M1 wires:
Supply wires on this layer in gray. Cells faint in the background.
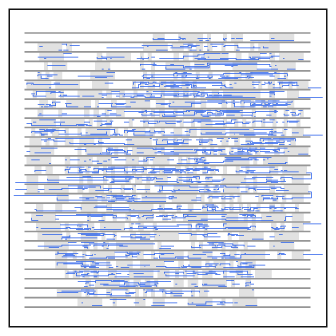
Placed cells, one color a class:
The bar under the picture is 20 um long.
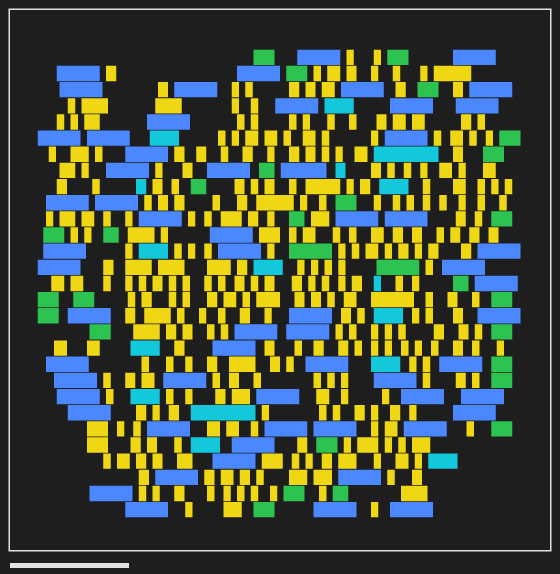
Clock wiring as the flow saved it:
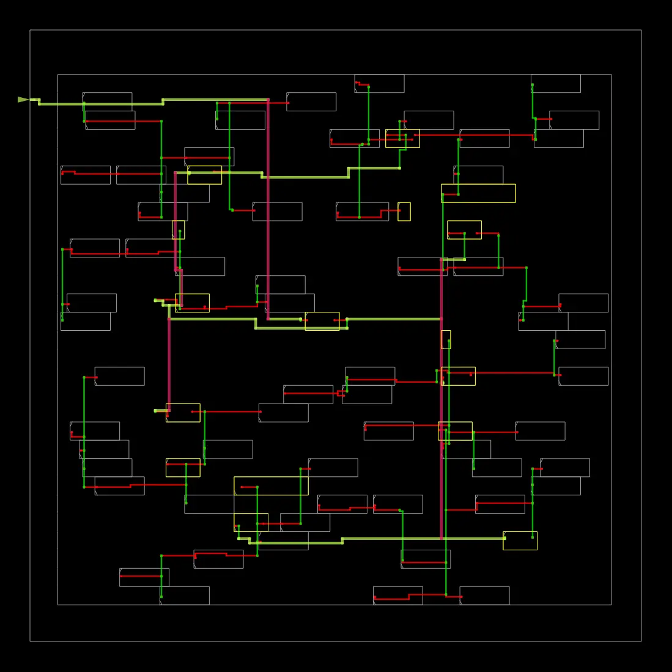
Clock distribution:
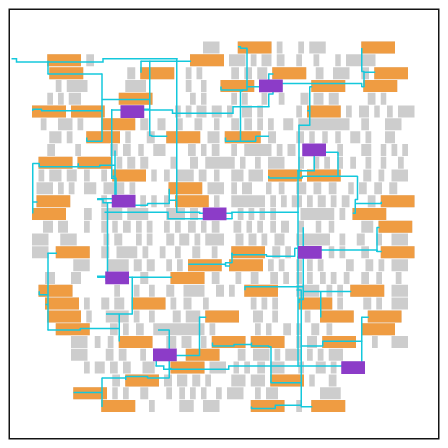
**src/rtl/ps2_scancode_rx_pkg.sv**
```systemverilog
// Shared constants and types for the PS/2 scancode receiver.
//   PS2_BREAK / PS2_EXT : prefix bytes of the scancode set 2 protocol
//   FRAME_LEN           : start + 8 data + parity + stop
//   ps2_state_t         : deframing FSM state encoding
//   odd_parity_ok()     : true when data bits plus parity bit hold an odd count of ones
package ps2_scancode_rx_pkg;

   localparam logic [7:0] PS2_BREAK = 8'hF0;
   localparam logic [7:0] PS2_EXT   = 8'hE0;
   localparam int         FRAME_LEN = 11;
   localparam int         DATA_BITS = FRAME_LEN - 3;

   typedef enum logic [1:0] {
      ST_IDLE   = 2'd0,
      ST_DATA   = 2'd1,
      ST_PARITY = 2'd2,
      ST_STOP   = 2'd3
   } ps2_state_t;

   function automatic logic odd_parity_ok(input logic [7:0] data, input logic par);
      return ^{data, par};
   endfunction

endpackage

```
**src/rtl/ps2_line_filter.sv**
```systemverilog
// Two-flop synchronizer plus debounce for a raw PS/2 line.
//   clk      : system clock
//   reset    : synchronous active-low reset
//   line     : raw asynchronous line
//   level    : filtered level; follows the synchronized line only after FILTER
//              consecutive samples disagree with the current level (resets to 1)
//   fall_evt : single-cycle pulse on a filtered 1->0 transition, aligned with level
module ps2_line_filter #(
   parameter int FILTER = 8
) (
   input  logic clk,
   input  logic reset,
   input  logic line,
   output logic level,
   output logic fall_evt
);

   localparam int CW = $clog2(FILTER + 1);

   logic          meta;
   logic          sync;
   logic [CW-1:0] cnt;

   always_ff @(posedge clk) begin
      if (!reset) begin
         meta     <= 1'b1;
         sync     <= 1'b1;
         level    <= 1'b1;
         cnt      <= '0;
         fall_evt <= 1'b0;
      end else begin
         meta     <= line;
         sync     <= meta;
         fall_evt <= 1'b0;
         if (sync == level) begin
            cnt <= '0;
         end else if (cnt == CW'(FILTER - 1)) begin
            level    <= sync;
            cnt      <= '0;
            fall_evt <= ~sync;
         end else begin
            cnt <= cnt + 1'b1;
         end
      end
   end

endmodule

```
**src/rtl/ps2_scancode_rx.sv**
```systemverilog
// PS/2 keyboard receiver: deframes 11-bit frames and tracks make/break/extended
// prefixes to hold the make code of the currently pressed key.
//   clk       : system clock
//   reset     : synchronous active-low reset
//   ps2_clk   : raw PS/2 clock line (asynchronous)
//   ps2_data  : raw PS/2 data line (asynchronous)
//   scancode  : make code of the held key, 8'h00 when none
//   rx_byte   : last correctly received byte
//   rx_valid  : one-cycle pulse when rx_byte updates
//   frame_err : one-cycle pulse on parity error, bad stop bit or timeout
//
// state     | meaning
// ST_IDLE   | waiting for a start bit (0) on a ps2_clk falling edge
// ST_DATA   | shifting in 8 data bits, LSB first
// ST_PARITY | capturing the parity bit
// ST_STOP   | checking the stop bit and parity, then back to idle
module ps2_scancode_rx
   import ps2_scancode_rx_pkg::*;
#(
   parameter int FILTER  = 8,
   parameter int TIMEOUT = 100000
) (
   input  logic       clk,
   input  logic       reset,
   input  logic       ps2_clk,
   input  logic       ps2_data,
   output logic [7:0] scancode,
   output logic [7:0] rx_byte,
   output logic       rx_valid,
   output logic       frame_err
);

   localparam int TW = $clog2(TIMEOUT + 1);

   logic          clk_level;
   logic          fall_evt;
   logic          bit_evt;
   logic          d_meta;
   logic          d_sync;
   ps2_state_t    state;
   ps2_state_t    state_nxt;
   logic [2:0]    bit_cnt;
   logic [7:0]    shift;
   logic          par_bit;
   logic [TW-1:0] tmo_cnt;
   logic          tmo_hit;
   logic          frame_done;
   logic          frame_good;
   logic          brk_pending;
   logic          ext_pending;

   ps2_line_filter #(.FILTER(FILTER)) u_clk_filter (
      .clk      (clk),
      .reset    (reset),
      .line     (ps2_clk),
      .level    (clk_level),
      .fall_evt (fall_evt)
   );

   // fall_evt and the low filtered level are registered together, so this
   // qualifier only guards against a pulse that does not belong to a real fall.
   assign bit_evt = fall_evt & ~clk_level;

   always_ff @(posedge clk) begin
      if (!reset) begin
         d_meta <= 1'b1;
         d_sync <= 1'b1;
      end else begin
         d_meta <= ps2_data;
         d_sync <= d_meta;
      end
   end

   always_ff @(posedge clk) begin
      if (!reset) state <= ST_IDLE;
      else        state <= state_nxt;
   end

   always_comb begin
      state_nxt  = state;
      tmo_hit    = (state != ST_IDLE) && (tmo_cnt == TW'(TIMEOUT - 1));
      frame_done = 1'b0;
      frame_good = 1'b0;
      if (tmo_hit) begin
         // timeout beats a coincident falling edge; that bit is dropped
         state_nxt = ST_IDLE;
      end else if (bit_evt) begin
         case (state)
            ST_IDLE:   if (!d_sync) state_nxt = ST_DATA;
            ST_DATA:   if (bit_cnt == 3'(DATA_BITS - 1)) state_nxt = ST_PARITY;
            ST_PARITY: state_nxt = ST_STOP;
            ST_STOP: begin
               state_nxt  = ST_IDLE;
               frame_done = 1'b1;
               frame_good = d_sync && odd_parity_ok(shift, par_bit);
            end
            default:   state_nxt = ST_IDLE;
         endcase
      end
   end

   always_ff @(posedge clk) begin
      if (!reset) begin
         bit_cnt     <= '0;
         shift       <= '0;
         par_bit     <= 1'b0;
         tmo_cnt     <= '0;
         scancode    <= '0;
         rx_byte     <= '0;
         rx_valid    <= 1'b0;
         frame_err   <= 1'b0;
         brk_pending <= 1'b0;
         ext_pending <= 1'b0;
      end else begin
         rx_valid  <= 1'b0;
         frame_err <= 1'b0;

         if (state == ST_IDLE || tmo_hit || bit_evt) tmo_cnt <= '0;
         else                                         tmo_cnt <= tmo_cnt + 1'b1;

         if (tmo_hit) frame_err <= 1'b1;

         if (bit_evt && !tmo_hit) begin
            case (state)
               ST_IDLE:   bit_cnt <= '0;
               ST_DATA: begin
                  shift   <= {d_sync, shift[7:1]};
                  bit_cnt <= bit_cnt + 1'b1;
               end
               ST_PARITY: par_bit <= d_sync;
               default:   ;
            endcase
         end

         if (frame_done) begin
            if (frame_good) begin
               rx_byte  <= shift;
               rx_valid <= 1'b1;
               if (shift == PS2_EXT) begin
                  ext_pending <= 1'b1;
               end else if (shift == PS2_BREAK) begin
                  brk_pending <= 1'b1;
               end else if (brk_pending) begin
                  // releasing an extended key never clears a plain make code
                  if (shift == scancode && !ext_pending) scancode <= '0;
                  brk_pending <= 1'b0;
                  ext_pending <= 1'b0;
               end else if (ext_pending) begin
                  ext_pending <= 1'b0;
               end else begin
                  scancode <= shift;
               end
            end else begin
               frame_err   <= 1'b1;
               brk_pending <= 1'b0;
               ext_pending <= 1'b0;
            end
         end
      end
   end

endmodule

```
**config.mk**
```make
export PLATFORM = sky130hd
export DESIGN_NAME = ps2_scancode_rx
export DESIGN_NICKNAME = d
export VERILOG_FILES = /design/src/rtl/ps2_scancode_rx_pkg.sv /design/src/rtl/ps2_line_filter.sv /design/src/rtl/ps2_scancode_rx.sv
export SDC_FILE = /design/constraint.sdc
export NUM_CORES = 1
export LEC_CHECK = 0
export ABC_AREA = 1
export ABC_CLOCK_PERIOD_IN_PS = 2100
export CAP_MARGIN = 15
export CELL_PAD_IN_SITES_DETAIL_PLACEMENT = 1
export CELL_PAD_IN_SITES_GLOBAL_PLACEMENT = 1
export CORE_MARGIN = 4
export CORE_UTILIZATION = 43
export DETAILED_ROUTE_END_ITERATION = 8
export PLACE_DENSITY = 0.86
export SLEW_MARGIN = 25
export SYNTH_ARGS = -nofsm -noshare
export SYNTH_HDL_FRONTEND = slang
export SYNTH_SLANG_ARGS = --single-unit
export TNS_END_PERCENT = 100
```
**constraint.sdc**
```tcl
create_clock -name clk -period 2.1 [get_ports clk]
set_input_delay 0.42 -clock clk [delete_from_list [all_inputs] [get_ports clk]]
set_output_delay 0.42 -clock clk [all_outputs]
set_load 0.05 [all_outputs]
```
==> reports/qor.yml <==
cp_cell_sequence: "clkdlybuf4s50_1"
ios: 22
maxSlewHeadroom: 0.643
ys_sh_aoi: 0.108
grt-ovfl-total: 0
timing.final.crit_period_ns: 2.05
criticalPathCategory: "reg2out"
xor_area_frac: 0.0237
n_antenna_cell: 0
seq_area_frac_synth: 0.413
outcome: "completed"
cpLargestDelayFamily: "buffers and inverters"
place.gp.congestion: 0.785
fp.dieH_um: 90.9
drc: 0
ys_sh_mux: 0
ys_sh_adder: 0.0338
area_leaders: "dfxtp_1 (41%), nand2_1 (11%), a21oi_1 (6.8%)"
dp_hpwl_um: 5360
synth_cell_types: 38
fmax_mhz: 488
cp_slowest_cell: "clkdlybuf4s50_1"
p_per_area_nw_per_um2: 688
synth_top_area_share: 0.413
hp-class: "reg2reg"
grt_max_degree: 28
setup_viol: 0
fp_util: 0.455
finalCritPeriodShare: 0.975
## Picture notes: 'M1 wires'
416 nets have wire on it. The wires run mostly horizontal. The longest straight run is 29.2 um. The layer carries 3490 um of wire. The layer holds 44% of the routed length.
Detailed Route WL: 7970 um
via count: 2707
M1 GR Usage: 0.235

## Picture notes: 'placed cells, one color a class'
Yellow shows remaining logic cells, cells 328. Green shows remaining buffers and delay cells, cells 29. Blue shows registers, cells 61. Cyan shows clock drivers and dummy loads, cells 16.
post-layout util: 0.537
Core Footprint: 6490 um2
FP Rows: 29
post-route cell area: 3490 um2

## Picture notes: 'clock wiring as the flow saved it'
clock sinks: 61
clock buf count: 12
Num CTS Buffers: 9
Worst-Skew Late Latency: 0.36 ns
P_clk: 1.21 mW

## Picture notes: 'clock distribution'
Orange shows flip-flops, count 61. Cyan shows clock wires, length 921 um. Purple shows clock-net drivers, count 9.
There are 10 routed clock nets. Position of the flops: widely spread.
clock skew: 0.00971 ns
Clock Power Share: 0.504

-- power groups by stage --
stage	Sequential [mW]	Combinational (mW)	Clock (mW)
after floorplan	1.19	0.0159	0
after global placement	1.19	0.0286	0
after detailed placement	1.19	0.0291	0
after CTS	1.16	0.0295	1.23
after global routing	1.16	0.0327	1.29
final	1.16	0.0297	1.21
-- final cells by class --
class / count / area (um2)
Clock inverter: 4 / 70.1
Timing Repair Buffer: 29 / 295
Fill cell: 832 / 3010
Clock buffer: 12 / 155
Inverter: 50 / 188
Tap cell: 77 / 96.3
Multi-Input combinational cell: 278 / 1460
Sequential cell: 61 / 1220
-- flip-flops by register name (all words and copies together) (netlist names), 2 cells and up --
signal / count
u_clk_filter.cnt: 4
tmo_cnt: 17
shift: 8
bit_cnt: 3
state: 2
rx_byte: 8
scancode: 8
-- final timing paths --
path / endpoint / startpoint / cells past startpoint / slack (ns)
min reg2reg: u_clk_filter.sync$_SDFF_PN1_ / u_clk_filter.meta$_SDFF_PN1_ / 1 / 0.42
max reg2reg: rx_byte[6]$_SDFFE_PN0P_ / tmo_cnt[0]$_SDFF_PP0_ / 10 / 0.13
min: u_clk_filter.sync$_SDFF_PN1_ / u_clk_filter.meta$_SDFF_PN1_ / 1 / 0.42
max: scancode[7] / scancode[7]$_SDFFE_PN0P_ / 1 / 0.05
-- Yosys cell counts --
library cell	number
ha_1	8
nand4_2	1
o211ai_1	1
nand3_2	2
xnor2_1	2
nor4_1	1
nor3_2	3
buf_1	1
a211oi_1	1
inv_1	40
nand3_1	20
buf_12	1
buf_2	2
nand4_1	17
nand2_8	1
nor3b_1	1
buf_6	2
nor2_2	3
nor2_1	46
o21ai_1	1
o21ai_0	15
nand3_4	2
dfxtp_1	61
clkbuf_1	3
inv_2	10
buf_8	1
nand2_1	88
o21a_1	1
nand2_2	3
clkbuf_2	1
a21oi_1	40
or2_2	5
a21oi_4	1
and3_1	1
buf_4	2
nor2_4	1
xor2_1	6
nor3_1	6
-- metrics by stage --
step	hold WS, ns	total power, mW	std cells
floorplan	0.393	1.20	401
global placement	0.395	1.22	491
detailed placement	0.404	1.22	491
CTS	0.423	2.42	507
global route	0.430	2.49	511
finish	0.417	2.40	511
-- cell families (layout without fill, tap and decap cells) --
family,Yosys count,in the layout
AOI/OAI and AO/OA,60,60
xor gates and xnor gates,8,8
adders and majority gates,8,8
buffers and inverters,63,95
DFF,61,61
and+or+nand+nor,201,202
-- layout by cell type, fill, tap and decap left out, drive strengths merged --
master and n:
nand2 92, dfxtp 61, nor2 51, inv 50, a21oi 41, nand3 24, clkdlybuf4s50 21, nand4 18
o21ai 16, clkbuf 12, nor3 9, ha 8, buf 8, xor2 6, or2 5, xnor2 2
bufinv 2, clkinv 2, and3 1, nor4 1, a211oi 1, o211ai 1, nor3b 1, o21a 1
-- per-layer routing --
layer  share of wire  wire (um)  up-vias  GRT usage
met5               0          0        -          0
li1                -          -     1353          -
met2            0.51       4030       42      0.351
met1            0.44       3490     1293      0.235
met4           0.026        204        0     0.0779
met3           0.031        251       19     0.0579
-- timing repair --
item	CTS	global route
setup buffers	0	3
gates resized	0	3
setup endpoints to repair	0	31
Power and IR drop assume default switching activity.
